**config.mk**
```make
export PLATFORM = sky130hd
export DESIGN_NAME = product_accumulator_flat
export DESIGN_NICKNAME = d
export VERILOG_FILES = /design/src/rtl/product_accumulator_if.sv /design/src/rtl/product_accumulator.sv /design/src/flat_wrapper.sv
export SDC_FILE = /design/constraint.sdc
export NUM_CORES = 1
export LEC_CHECK = 0
export CAP_MARGIN = 10
export CORE_MARGIN = 2
export CORE_UTILIZATION = 43
export CTS_CLUSTER_DIAMETER = 150
export CTS_CLUSTER_SIZE = 28
export DETAILED_ROUTE_END_ITERATION = 8
export PLACE_DENSITY_LB_ADDON = 0.1
export SETUP_SLACK_MARGIN = 0.2
export SYNTH_ARGS = -nofsm -noshare
export SYNTH_HDL_FRONTEND = slang
export SYNTH_SLANG_ARGS = --single-unit
```
**constraint.sdc**
```tcl
create_clock -name clk -period 8.3 [get_ports clk]
set_clock_uncertainty 0.1 [all_clocks]
set_input_delay 2.075 -clock clk [delete_from_list [all_inputs] [get_ports clk]]
set_output_delay 2.075 -clock clk [all_outputs]
set_load 0.01 [all_outputs]
```
**src/rtl/product_accumulator_if.sv**
```systemverilog
// rtl/product_accumulator_if.sv - product stream in, finished-sum stream out
// Upstream/downstream handshake bundle for the product accumulator.
interface product_accumulator_if;
  logic [31:0] prod;
  logic        in_valid;
  logic        in_last;
  logic        in_ready;
  logic        clear;
  logic        out_valid;
  logic        out_ready;
  logic [39:0] acc_out;
  logic [7:0]  count_out;
  logic        ovf;

  modport master (
    output prod, in_valid, in_last, clear, out_ready,
    input  in_ready, out_valid, acc_out, count_out, ovf
  );

  modport slave (
    input  prod, in_valid, in_last, clear, out_ready,
    output in_ready, out_valid, acc_out, count_out, ovf
  );
endinterface

```
**src/rtl/product_accumulator.sv**
```systemverilog
// rtl/product_accumulator.sv - saturating 40-bit sum of 32-bit products
// Sums products until in_last, then holds the result until out_ready.
module product_accumulator (
  input  logic                  clk,
  input  logic                  rst,
  product_accumulator_if.slave  bus
);

  typedef enum logic [1:0] {
    IDLE,
    ACCUM,
    HOLD
  } state_t;

  state_t      state;
  logic [39:0] acc;
  logic [7:0]  count;
  logic        ovf_q;
  logic        valid_q;
  logic        ready_q;

  logic        accept;
  logic [40:0] sum;
  logic [7:0]  count_inc;

  assign accept    = bus.in_valid & ready_q;
  assign sum       = {1'b0, acc} + {9'd0, bus.prod};
  assign count_inc = (count == 8'hFF) ? 8'hFF : count + 8'd1;

  assign bus.in_ready  = ready_q;
  assign bus.out_valid = valid_q;
  assign bus.acc_out   = acc;
  assign bus.count_out = count;
  assign bus.ovf       = ovf_q;

  always_ff @(posedge clk or posedge rst) begin
    if (rst) begin
      state   <= IDLE;
      acc     <= 40'd0;
      count   <= 8'd0;
      ovf_q   <= 1'b0;
      valid_q <= 1'b0;
      ready_q <= 1'b1;
    end else begin
      case (state)
        IDLE, ACCUM: begin
          // clear wins over a simultaneous accept; the product is dropped
          if (bus.clear) begin
            state   <= IDLE;
            acc     <= 40'd0;
            count   <= 8'd0;
            ovf_q   <= 1'b0;
            valid_q <= 1'b0;
            ready_q <= 1'b1;
          end else if (accept) begin
            if (state == IDLE) begin
              acc   <= {8'd0, bus.prod};
              count <= 8'd1;
              ovf_q <= 1'b0;
            end else begin
              if (sum[40]) begin
                acc   <= 40'hFF_FFFF_FFFF;
                ovf_q <= 1'b1;
              end else begin
                acc <= sum[39:0];
              end
              count <= count_inc;
            end
            if (bus.in_last) begin
              state   <= HOLD;
              valid_q <= 1'b1;
              ready_q <= 1'b0;
            end else begin
              state <= ACCUM;
            end
          end
        end
        HOLD: begin
          if (bus.out_ready) begin
            state   <= IDLE;
            valid_q <= 1'b0;
            ready_q <= 1'b1;
          end
        end
        default: begin
          state   <= IDLE;
          valid_q <= 1'b0;
          ready_q <= 1'b1;
        end
      endcase
    end
  end

endmodule

```
**src/flat_wrapper.sv**
```systemverilog
// flat-port wrapper written by rule: the top's interface ports become plain ports
module product_accumulator_flat 
  (clk, rst, bus_prod, bus_in_valid, bus_in_last, bus_clear, bus_out_ready, bus_in_ready, bus_out_valid, bus_acc_out, bus_count_out, bus_ovf);
  product_accumulator_if bus_i ();
  input  logic clk;
  input  logic rst;
  input wire logic [$bits(bus_i.prod)-1:0] bus_prod;
  input wire logic [$bits(bus_i.in_valid)-1:0] bus_in_valid;
  input wire logic [$bits(bus_i.in_last)-1:0] bus_in_last;
  input wire logic [$bits(bus_i.clear)-1:0] bus_clear;
  input wire logic [$bits(bus_i.out_ready)-1:0] bus_out_ready;
  output wire logic [$bits(bus_i.in_ready)-1:0] bus_in_ready;
  output wire logic [$bits(bus_i.out_valid)-1:0] bus_out_valid;
  output wire logic [$bits(bus_i.acc_out)-1:0] bus_acc_out;
  output wire logic [$bits(bus_i.count_out)-1:0] bus_count_out;
  output wire logic [$bits(bus_i.ovf)-1:0] bus_ovf;
  assign bus_i.prod = bus_prod;
  assign bus_i.in_valid = bus_in_valid;
  assign bus_i.in_last = bus_in_last;
  assign bus_i.clear = bus_clear;
  assign bus_i.out_ready = bus_out_ready;
  assign bus_in_ready = bus_i.in_ready;
  assign bus_out_valid = bus_i.out_valid;
  assign bus_acc_out = bus_i.acc_out;
  assign bus_count_out = bus_i.count_out;
  assign bus_ovf = bus_i.ovf;
  product_accumulator u_core (.clk(clk), .rst(rst), .bus(bus_i));
endmodule
```
==> ci_impl_report.md, run 1 <==
### Metrics collected by this job

| Metric | Value |
|---|---|
| Status | `finished, final reports clean` |
| Mapped Area | `4190 um^2` |
| Minimum clock period | `5.49 ns` |
| Met2 wire len | `5380 um` |
| Comb area share | `52.2%` |
| Nets@finish | `653` |
| Iteration tally of the first detailed-router pass | `5` |
| Floorplan Nets | `575` |
| Clk root buf | `clkbuf_8` |
| Fillers | `937` |
| Logic power comb | `0.353 mW` |
| Final setup fails | `0` |
| Xor+xnor area frac | `5.64%` |
| Worst slew pin tran | `0.869 ns` |
| R2r setup slk | `4.59 ns` |
| Sequential power share | `37.6%` |
| NonClk Buf Share | `17.1%` |
| Hold_sp | `u_core.bus.acc_out[17]$_DFFE_PP0P_` |
| Dominant logic cell type in the layout | `nand2_1` |
| Post-synth regs | `53` |
| Max-cap violations | `0` |
| Worst setup SP type | `primary input` |
| PortBufs | `88` |
| Final wirelength | `11,500 um` |
| H-tree depth | `2` |
| Met2 GRT Util | `37.7%` |
| FMAX | `0.182 GHz` |
| Async SR Flop Fraction | `100%` |
| Yosys Instances | `503` |
| Mux frac, synth | `0.239%` |
| Setup Total Neg Slack | `0 ns` |
| Synth Flop Type | `dfrtp_1` |
| Syn Area/Cell | `8.34 um^2` |
| Leak | `2.39 nW` |
| Synth cell types | `51` |
| Setup crit end | `u_core.bus.acc_out[7]$_DFFE_PP0P_` |
| Via count | `4,120` |
| Crit path buf inv count | `1` |
| Grt met1 use | `31.2%` |
| Place WS | `2.51 ns` |
| Synth Warn # | `0` |
| Total CTS buffers | `5` |
| Aoi share | `29.7%` |
| Register area share after synthesis | `31.7%` |
| Max incr delay on CP | `0.70 ns` |
| Switching Fraction | `39.0%` |
| N_diodes | `0` |
| Core area | `9640 um^2` |
| Setup bufs post-CTS | `0` |
| Drt via density | `5.76` |
| PD cells | `155 nW/um^2` |
| Total Power | `0.816 mW` |
| Finished Layout Cells | `715` |
| Tap cells | `133` |
| Pint | `0.498 mW` |
| Die width | `103 um` |
| Fin Hold WS | `0.413 ns` |
| Initial DRC count | `171` |
| CTS Hold Bufs | `0` |
| Worst vdd ir | `0.0954 mV` |
| And+or+nand+nor area frac | `19.5%` |
| Pin count of the biggest net entering global routing | `54` |
| Setup CP Type | `primary input to flip-flop` |
| Worst-path cell chain | `clkdlybuf4s50_1, ha_1, fa_1, a211oi_1, o21ai_0, o211ai_1, a21oi_1, o21ai_2, nand2_2, a311o_2, o221ai_1, nand2_1` |
| Top cells excl fill/tap | `97 x nand2_1, 88 x clkdlybuf4s50_1, 52 x dfrtp_1` |
| Most used routing layer | `met2` |
| Worst path top cell family by delay | `AND-OR/OR-AND gates` |
| M3 GR Usage | `3.12%` |
| Longest Clk Path Bufs | `2` |
| Crit Reg-Reg Endpoint | `u_core.bus.acc_out[7]$_DFFE_PP0P_` |
| Clock power share | `19.1%` |
| Top cells by count, synth | `97 x nand2_1, 52 x dfrtp_1, 37 x a21oi_1, 36 x nor2_1, 33 x ha_1` |
| DIE HEIGHT | `103 um` |
| Clock buffer count | `5` |
| Worst R2R Path Depth | `11` |
| Buffers, non-clock | `90` |
| Initial Utilization | `43.5%` |
Figure 1. Cell classes on the final placement (run 1).
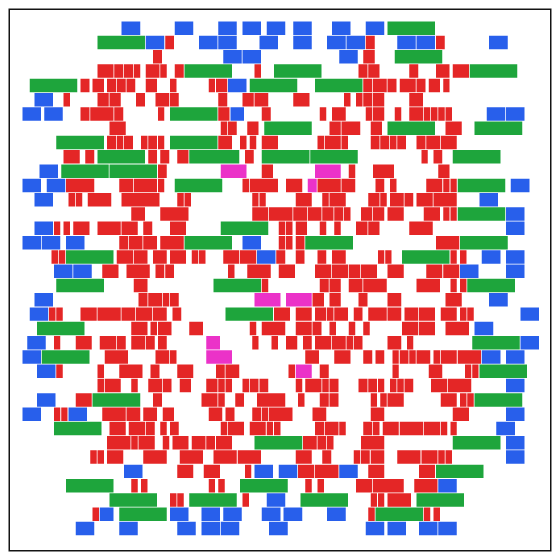
red -> combinational and other logic  # cells 431
blue -> remaining buffers and delay cells  # cells 90
green -> sequential cells  # cells 53
magenta -> clock drivers and dummy loads  # cells 8
post-route cell area: 5250 um^2
Seq/total area: 25.3%
final core occ: 54.5%
standard-cell rows: 36

Figure 2. Clock routing (run 1).
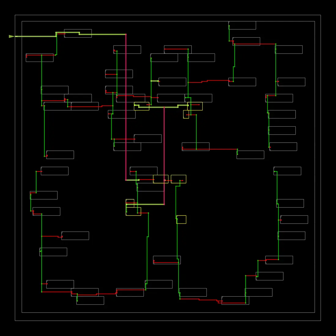
number of clock sinks: 53
Flops: 53

Figure 3. Register map, names as in the netlist (run 1).
The bar under the picture is 20 um long. Other sequential cells in the stronger gray, the rest of the logic in the fainter gray.
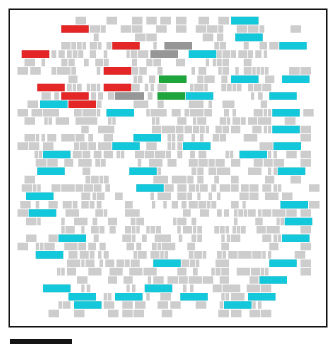
red -> `u_core.bus.count_out`  # placed flops 8, where upper left
cyan -> `u_core.bus.acc_out`  # placed flops 40, where widely spread
green -> `u_core.state`  # placed flops 2
not colored = 3
Reg area: 1330 um^2
Sequential Power: 0.307 mW

Figure 4. Sizing map (run 1).
The bar under the picture is 20 um long.
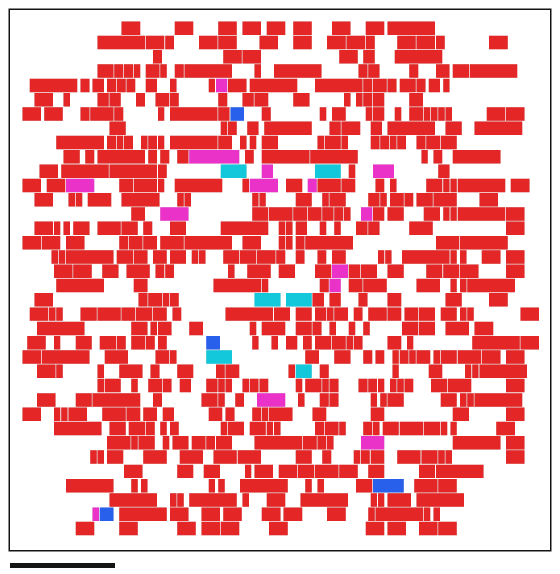

==> run 2, diff against run 1 <==
==> constraint.sdc (replaced) <==
create_clock -name clk -period 4.5 [get_ports clk]
set_clock_uncertainty 0.1 [all_clocks]
set_input_delay 1.125 -clock clk [delete_from_list [all_inputs] [get_ports clk]]
set_output_delay 1.125 -clock clk [all_outputs]
set_load 0.01 [all_outputs]
Figure 5. Sizing map (run 2).
The bar under the picture is 20 um long.
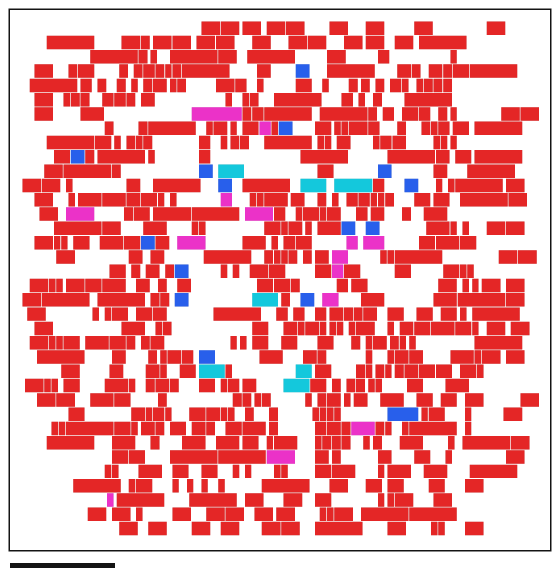
blue -> _3 and _4 cells  # cells 15, most used buf_4
cyan -> _6 and larger  # cells 7, most used clkbuf_8
magenta -> _2 cells  # cells 14, most used o221ai_2
red -> _0 and _1 cells  # cells 557, most used nand2_1
Buffers, non-clock: 101
post-route cell area: 5350 um^2
Area growth syn-to-layout: 27.7%

==> run 2 against run 1 <==
  * Die size stayed put
  * Utilization rose by 1.1 points
  * Area after synthesis is the same
  * Synthesized cell count unchanged
  * Via count up 1.4%
  * Combinational power increased by 89%
  * Critical path depth grew 2
  * Largest power group unchanged
==> ci_impl_report.md, run 2 <==
### Metrics collected by this job

| Metric | Value |
|---|---|
| PortBufs | `88` |
| Synth cell types | `51` |
| Worst R2R Path Depth | `13` |
| Core area | `9640 um^2` |
| Cell Area, Placed | `5250 um^2` |
| FMAX | `0.246 GHz` |
| And+or+nand+nor area frac | `19.5%` |
| Inverters | `8` |
| Pin count of the biggest net entering global routing | `47` |
| Fin Hold WS | `0.410 ns` |
| Final wirelength | `11,400 um` |
| Switching Fraction | `38.7%` |
| Post-synth regs | `53` |
| Worst slew pin tran | `0.993 ns` |
| Combinational Power Share | `43.7%` |
| Clock buffer count | `5` |
| Final setup fails | `0` |
| DIE HEIGHT | `103 um` |
| Clock power share | `19.1%` |
| Via count | `4,177` |
| Top cells by count, synth | `97 x nand2_1, 52 x dfrtp_1, 37 x a21oi_1, 36 x nor2_1, 33 x ha_1` |
| Max incr delay on CP | `0.45 ns` |
| Largest class | `logic gates` |
| Initial Utilization | `43.5%` |
| PD cells | `285 nW/um^2` |
| Final Hold Fails | `0` |
| Leak | `2.45 nW` |
| Drt via density | `5.75` |
| Met2 GRT Util | `36.2%` |
| Final core occ | `55.5%` |
| Synth Flop Type | `dfrtp_1` |
| Slowest CP cell | `a311o_2` |
| Nets@finish | `664` |
| Routed met1 length | `5460 um` |
| Crit path buf inv count | `3` |
| Cell type with the largest total area | `dfrtp_1` |
| Mux frac, synth | `0.239%` |
| Finished Layout Cells | `726` |
| Xor+xnor area frac | `5.64%` |
| Status | `finished, final reports clean` |
| R2r setup slk | `1.26 ns` |
| First-pass GRT wire length | `19,400 um` |
| Most used routing layer | `met2` |
| Metal3 WL | `551 um` |
| Async SR Flop Fraction | `100%` |
| Setup bufs post-CTS | `0` |
| CTS Hold Bufs | `0` |
| Clk root buf | `clkbuf_8` |
| Max-cap violations | `0` |
| Count of library flops with an enable pin | `0` |
| Aoi share | `29.7%` |
| Gr ovfl total | `0` |
| Vias in the first global route | `4,112` |
| Met2 wire len | `5200 um` |
| Seq/total area | `24.8%` |
| Syn Area/Cell | `8.34 um^2` |
| Place WS | `0.0831 ns` |
| Unrepaired setup endpoints after global routing | `no` |
| Number of clock sinks | `53` |
| Iteration tally of the first detailed-router pass | `5` |
| Dominant logic cell type in the layout | `nand2_1` |
| Top pwr grp | `combinational logic` |
| Worst vdd ir | `0.176 mV` |
| Die width | `103 um` |
| Floorplan Nets | `575` |
| Sequential Power | `0.566 mW` |
| Tap cells | `133` |
| NonClk Buf Share | `18.5%` |
| Setup crit end | `u_core.bus.acc_out[23]$_DFFE_PP0P_` |
| Fin crit share | `90.5%` |
| Total Power | `1.52 mW` |
| Die footprint | `10,600 um^2` |
| Setup CP Type | `primary input to flip-flop` |
| Synth Warn # | `0` |
| Register area share after synthesis | `31.7%` |
| Setup Total Neg Slack | `0 ns` |
| Longest Clk Path Bufs | `2` |
| Fillers | `929` |
| Pint | `0.935 mW` |
| Mapped Area | `4190 um^2` |
| Worst path top cell family by delay | `AND-OR/OR-AND gates` |
| Total CTS buffers | `5` |
| Count leader, synth | `nand2_1` |
| Post-cts resize count | `0` |
| Num ports | `89` |
| H-tree depth | `2` |
| Standard-cell rows | `36` |
| Logic power comb | `0.666 mW` |
| Initial DRC count | `159` |
| Logic area | `2750 um^2` |
| Flops | `53` |
| Yosys Instances | `503` |
| Comb area share | `51.3%` |
| Worst-path cell chain | `clkdlybuf4s50_1, ha_1, fa_1, a211oi_1, o21ai_0, o211ai_1, buf_4, a21oi_2, o21ai_2, nand2_2, a311o_2, buf_4, o221ai_1, nand2_1` |
| Hold_sp | `u_core.bus.acc_out[27]$_DFFE_PP0P_` |
| M3 GR Usage | `3.12%` |
| Reg area | `1330 um^2` |
| N_diodes | `0` |
| Worst setup SP type | `primary input` |
| Sequential power share | `37.2%` |
| Grt met1 use | `31.7%` |
| Post-Synth Adder-Cell Area | `10.3%` |
| Crit Reg-Reg Endpoint | `u_core.bus.acc_out[23]$_DFFE_PP0P_` |
| Minimum clock period | `4.07 ns` |
| Share of cells above drive strength 1 | `6.07%` |
| Top cells excl fill/tap | `97 x nand2_1, 88 x clkdlybuf4s50_1, 52 x dfrtp_1` |
Power is estimated from default activity; no workload was simulated.
